[src/rtl/serial_add_sub.sv]
// Bit-serial two's-complement adder/subtractor. Operands are latched on start,
// then one bit per clock goes through a single full-adder cell, LSB first.
module serial_add_sub #(
    parameter int WIDTH = 8
) (
    input  logic             clk,
    input  logic             rst_n,
    input  logic             start,
    input  logic             sub,
    input  logic [WIDTH-1:0] a,
    input  logic [WIDTH-1:0] b,
    output logic             busy,
    output logic             done,
    output logic [WIDTH-1:0] result,
    output logic             carry,
    output logic             ovf
);

    localparam int CW = $clog2(WIDTH + 1);

    typedef enum logic [1:0] {
        S_IDLE,
        S_SHIFT,
        S_DONE
    } state_t;

    state_t           r_state;
    state_t           w_state_next;
    logic [WIDTH-1:0] r_opa;
    logic [WIDTH-1:0] r_opb;
    logic [WIDTH-1:0] r_part;
    logic             r_c;
    logic [CW-1:0]    r_cnt;

    logic             w_s;
    logic             w_cout;
    logic             w_last;
    logic             w_load;
    logic [WIDTH:0]   w_ext;
    logic [WIDTH-1:0] w_part_next;

    always_comb begin
        w_s         = r_opa[0] ^ r_opb[0] ^ r_c;
        w_cout      = (r_opa[0] & r_opb[0]) | (r_opa[0] & r_c) | (r_opb[0] & r_c);
        w_last      = (r_cnt == CW'(WIDTH - 1));
        w_load      = start && (r_state != S_SHIFT);
        // Sum bit enters at the MSB; slicing the extended vector keeps WIDTH=1 legal.
        w_ext       = {w_s, r_part};
        w_part_next = w_ext[WIDTH:1];
    end

    always_ff @(posedge clk or negedge rst_n) begin
        if (!rst_n) begin
            r_state <= S_IDLE;
        end else begin
            r_state <= w_state_next;
        end
    end

    always_comb begin
        w_state_next = r_state;
        busy         = 1'b0;
        done         = 1'b0;
        case (r_state)
            S_IDLE: begin
                if (start) w_state_next = S_SHIFT;
            end
            S_SHIFT: begin
                busy = 1'b1;
                if (w_last) w_state_next = S_DONE;
            end
            S_DONE: begin
                done         = 1'b1;
                w_state_next = start ? S_SHIFT : S_IDLE;
            end
            default: w_state_next = S_IDLE;
        endcase
    end

    always_ff @(posedge clk or negedge rst_n) begin
        if (!rst_n) begin
            r_opa  <= '0;
            r_opb  <= '0;
            r_part <= '0;
            r_c    <= 1'b0;
            r_cnt  <= '0;
            result <= '0;
            carry  <= 1'b0;
            ovf    <= 1'b0;
        end else if (w_load) begin
            r_opa <= a;
            r_opb <= sub ? ~b : b;
            r_c   <= sub;
            r_cnt <= '0;
        end else if (r_state == S_SHIFT) begin
            r_opa  <= r_opa >> 1;
            r_opb  <= r_opb >> 1;
            r_c    <= w_cout;
            r_part <= w_part_next;
            r_cnt  <= r_cnt + CW'(1);
            if (w_last) begin
                result <= w_part_next;
                carry  <= w_cout;
                ovf    <= r_c ^ w_cout;
            end
        end
    end

endmodule

[config.mk]
export PLATFORM = sky130hd
export DESIGN_NAME = serial_add_sub
export DESIGN_NICKNAME = d
export VERILOG_FILES = /design/src/rtl/serial_add_sub.sv
export SDC_FILE = /design/constraint.sdc
export NUM_CORES = 1
export LEC_CHECK = 0
export CAP_MARGIN = 15
export CELL_PAD_IN_SITES_DETAIL_PLACEMENT = 1
export CELL_PAD_IN_SITES_GLOBAL_PLACEMENT = 1
export CORE_MARGIN = 4
export CORE_UTILIZATION = 40
export CTS_BUF_LIST = sky130_fd_sc_hd__clkbuf_8
export DETAILED_ROUTE_END_ITERATION = 6
export PLACE_DENSITY = 0.84
export SLEW_MARGIN = 20
export SYNTH_ARGS = -nofsm -noshare
export SYNTH_HDL_FRONTEND = slang
export SYNTH_SLANG_ARGS = --single-unit
[constraint.sdc]
create_clock -name clk -period 1.55 [get_ports clk]
set_input_delay 0.31 -clock clk [delete_from_list [all_inputs] [get_ports clk]]
set_output_delay 0.31 -clock clk [all_outputs]
set_load 0.1 [all_outputs]
### Metal layers overlaid, run 1

Only two layers are drawn.
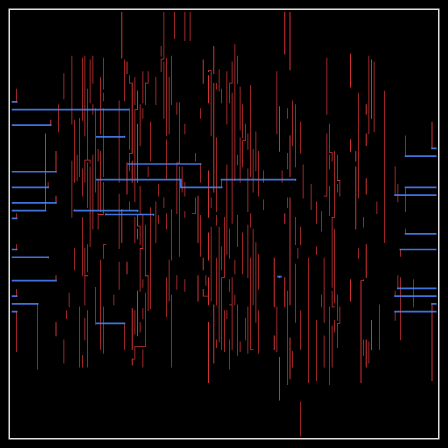
| layer | colour | wire length |
|---|---|---|
| met2 | red | 1930 um |
| met3 | blue | 205 um |

### Register map, names as in the netlist, run 1

The bar under the picture is 20 um long. Other sequential cells in the stronger grey, the rest of the logic in the fainter grey.
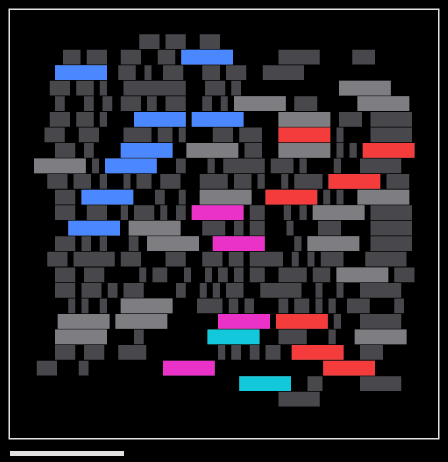
| name in the netlist | colour | flops |
|---|---|---|
| r_opb | blue | 8 |
| r_state | cyan | 2 |
| r_part | red | 7 |
| r_cnt | magenta | 4 |

==> results_dict.tcl, run 1 <==
# implementation run metrics
set metrics [dict create \
    outcome "completed" \
    nets 222 \
    worst-path-max-fanout 11 \
    synthCells 160 \
    seq_area_um2 1001 \
    fin_area_um2 2470 \
    startpoint_type "register" \
    wl_per_cell_um 14.91 \
    grt-ovfl-total 0 \
    grt_usage 0.1539 \
    setup_ws_ns 0.06090 \
    crit_type "reg -> reg" \
    yosys.area_share.aoi 0.06014 \
    regToRegEndpoint "result[6]$_DFFE_PN0P_" \
    rows 24 \
    io_pins 32 \
    yosys-top-cells-count "dfrtp_1, nand2_1, o21ai_0, mux2i_1, mux2_2" \
    post_cts_resized 2 \
    finalHoldViolCount 0 \
    p_leak_nw 1.150 \
    chipArea_um2 5607 \
    setup_viol 0 \
    fin_crit_ns 1.489 \
    synth.distinct_cells 20 \
    top_area_cell "dfrtp_1" \
    rrSetupSlack_ns 0.06 \
    reg_top3 "r_opa x8, r_opb x8, result x8" \
    ys_seq_frac 0.5594 \
    routed-via-count 1289 \
    final_cell_mix "nand2_1, dfrtp_1, o21ai_0" \
    yosysCellCount 160 \
    grt_max_degree 23 \
    dieWidth_um 74.88 \
    crit_chain "ha_1 > nand2_1 > nor3_4 > buf_12 > mux2_2" \
    r2r-start "r_cnt[0]$_DFFE_PN0P_" \
    pre_cts_ws_ns 0.03913 \
    drc 0 \
    synth.area.mux_share 0.1643 \
    grt_first_pass_wirelength_um 6548 \
    yosysTopAreaCellShare 0.5594 \
    tightest_slew_ns 0.4678 \
    dpl-instance-area_um2 2313 \
    relSlewSlack 0.6882 \
    synth-edff-count 0 \
    final-clk-cell-share 0.04509 \
    nClkBuffers 5 \
    max_freq_mhz 671.5 \
    fa_ha_area_frac 0.01818 \
    layout.nonclk_buf_frac 0.2219 \
    n_all_inverters 2 \
    finalWirelength_um 3773 \
    drt_first_pass_iters 4 \
    cp_num_buf_inv 1 \
    signal_buffers 42 \
    synth-simple-area-share 0.1175 \
    cp_slowest_cell "dfrtp_1" \
    dp.cells 240 \
    dp_hpwl_um 2670 \
    via_per_inst 5.095 \
    n_antenna_cell 0 \
    grtUsageMet3 0.04139 \
    cts_root_buf "clkbuf_8" \
    ys_sh_xor 0.04895 \
    biggestCellCategory "flip-flops and latches" \
    ant_nets 0 \
    num-multi-input-gates 109 \
    tns_ns 0 \
    fin_crit_sh 0.9607 \
    yosys_warnings 0 \
    combGateArea_um2 732.0 \
    portBuffers 31 \
    logic_family "multiplexers" \
    whs_ns 0.4896 \
    die_h_um 74.88 \
    ys.flops 40 \
    hold_class "in -> async" \
    postCtsHoldBufs 1 \
    top_usage_layer "met2" \
]
### Clock nets, run 1

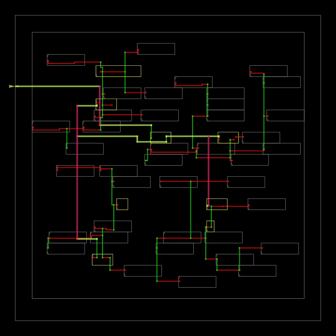
worst setup skew after layout: 0.005078 ns
Clock Sinks: 40
Num CTS Buffers: 5
Latency at later pin: 0.30 ns
FF+latch count: 40

==> run 1: report_power, final <==
part           total (W)  switching, W  internal [W]  leakage (nW)
clock network   0.000857      0.000381      0.000476        0.0541
logic            0.00291       0.00177       0.00114         0.596
registers        0.00187      0.000371       0.00150         0.499
==> run 1: metal layers <==
metal,wire (um),share of wire,vias up
met5,0,0,-
met4,59,0.016,0
met3,204,0.054,7
met2,1931,0.51,35
met1,1577,0.42,637
li1,-,-,610
==> run 1: cell families after synthesis <==
family	after synthesis
AND-OR/OR-AND	21
XOR/XNOR	10
multiplexers	28
adder cells (fa/ha/maj)	2
flip-flops	40
buffers and inverters	11
AND/OR/NAND/NOR	48
### Cell area per tile, run 1

The bar under the picture is 20 um long. The die is cut into 7 by 7 equal tiles; dark purple is low, yellow is high, 0 to 100% covered.
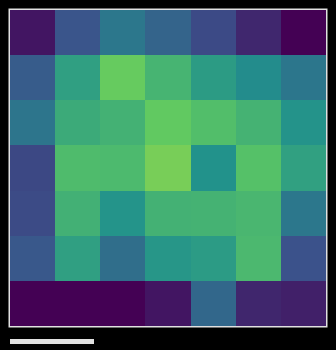

==> run 1 -> run 2 <==
--- a/config.mk
+++ b/config.mk
@@ -9,10 +9,10 @@
 export CELL_PAD_IN_SITES_DETAIL_PLACEMENT = 1
 export CELL_PAD_IN_SITES_GLOBAL_PLACEMENT = 1
 export CORE_MARGIN = 4
-export CORE_UTILIZATION = 40
+export CORE_UTILIZATION = 42
 export CTS_BUF_LIST = sky130_fd_sc_hd__clkbuf_8
 export DETAILED_ROUTE_END_ITERATION = 6
-export PLACE_DENSITY = 0.84
+export PLACE_DENSITY = 0.88
 export SLEW_MARGIN = 20
 export SYNTH_ARGS = -nofsm -noshare
 export SYNTH_HDL_FRONTEND = slang
### Cell area per tile, run 2

The bar under the picture is 20 um long. The die is cut into 7 by 7 equal tiles; dark purple is low, yellow is high, 0 to 100% covered.
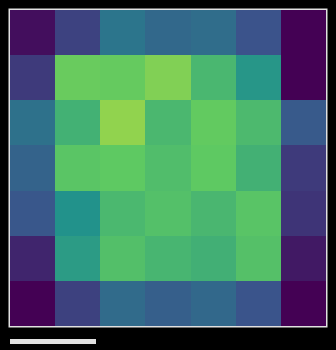
tiles over 75% full: 10%
densest ninth of the die: middle
mean over tiles: 45%
nearly empty tiles: 8.2%
FP Util: 0.4409
total core area: 4058 um^2
Final Util: 0.6139

==> run 2 against run 1 <==
  * Combinational power up 9.6%
  * Sequential share of layout area decreased by 0.35 points
  * Synthesized cell count is the same
  * First-iteration DRC count rose by 16%
  * Final cell count shrank 0.79%
  * Sequential cell count did not move
  * Core utilization is 4.7 points higher
  * Die size decreased by 4.3%
  * Critical endpoint is now result[5]$_DFFE_PN0P_
  * Largest cell class unchanged
  * Largest power group unchanged
==> results_dict.tcl, run 2 <==
# implementation run metrics
set metrics [dict create \
    cts_root_buf "clkbuf_8" \
    worst-path-max-fanout 11 \
    cp_num_buf_inv 1 \
    n_antenna_cell 0 \
    yosys-top-cells-count "dfrtp_1, nand2_1, o21ai_0, mux2i_1, mux2_2" \
    pre_cts_ws_ns -0.006280 \
    outcome "completed" \
    wl_met3_um 85 \
    dieWidth_um 73.27 \
    io_pins 32 \
    pwr-share-clk 0.119 \
    dp_hpwl_um 3241 \
    grt-ovfl-total 0 \
    r2r-start "r_cnt[0]$_DFFE_PN0P_" \
    startpoint_type "register" \
    fin_crit_ns 1.505 \
    wl_per_cell_um 18.14 \
    netSwitchingFraction 0.4596 \
    nets 222 \
    cts_num_sinks 40 \
    tightest_slew_ns 0.5010 \
    post_cts_resized 5 \
    met2WireLength_um 2583 \
    p_comb_w 0.00319 \
    grt_first_pass_wirelength_um 7507 \
    crit_type "reg -> reg" \
    synth.distinct_cells 20 \
    top_area_cell "dfrtp_1" \
    reg_top3 "r_opa x8, r_opb x8, result x8" \
    max_freq_mhz 664.4 \
    die_h_um 73.27 \
    pg_seq_w 0.00191 \
    yosys_warnings 0 \
    yosysTopAreaCellShare 0.5594 \
    postCtsHoldBufs 0 \
]
## run 2: cell counts after synthesis
Identical to the previous run, type by type.
## run 2: logic make-up (layout without fill, tap and decap cells)
| group | after synthesis | after routing | share of synthesized area |
|---|---|---|---|
| AOI/OAI and AO/OA | 21 | 21 | 0.06014 |
| buffers and inverters | 11 | 52 | 0.03147 |
| muxes | 28 | 28 | 0.1643 |
| DFF | 40 | 40 | 0.5594 |
| xor gates and xnor gates | 10 | 10 | 0.04895 |
| and+or+nand+nor | 48 | 48 | 0.1175 |
| adders and majority gates | 2 | 2 | 0.01818 |
## run 2: area by class of cell
class | instances | share of cell area
multi-input cells | 109 | 0.3004
well taps | 50 | 0.02511
clock buffers | 6 | 0.03315
flip-flops and latches | 40 | 0.4018
repair buffers | 42 | 0.2305
clock inverters | 2 | 0.003014
inverters | 2 | 0.006027
No activity file was given, so power comes from the tool's default toggle rates.
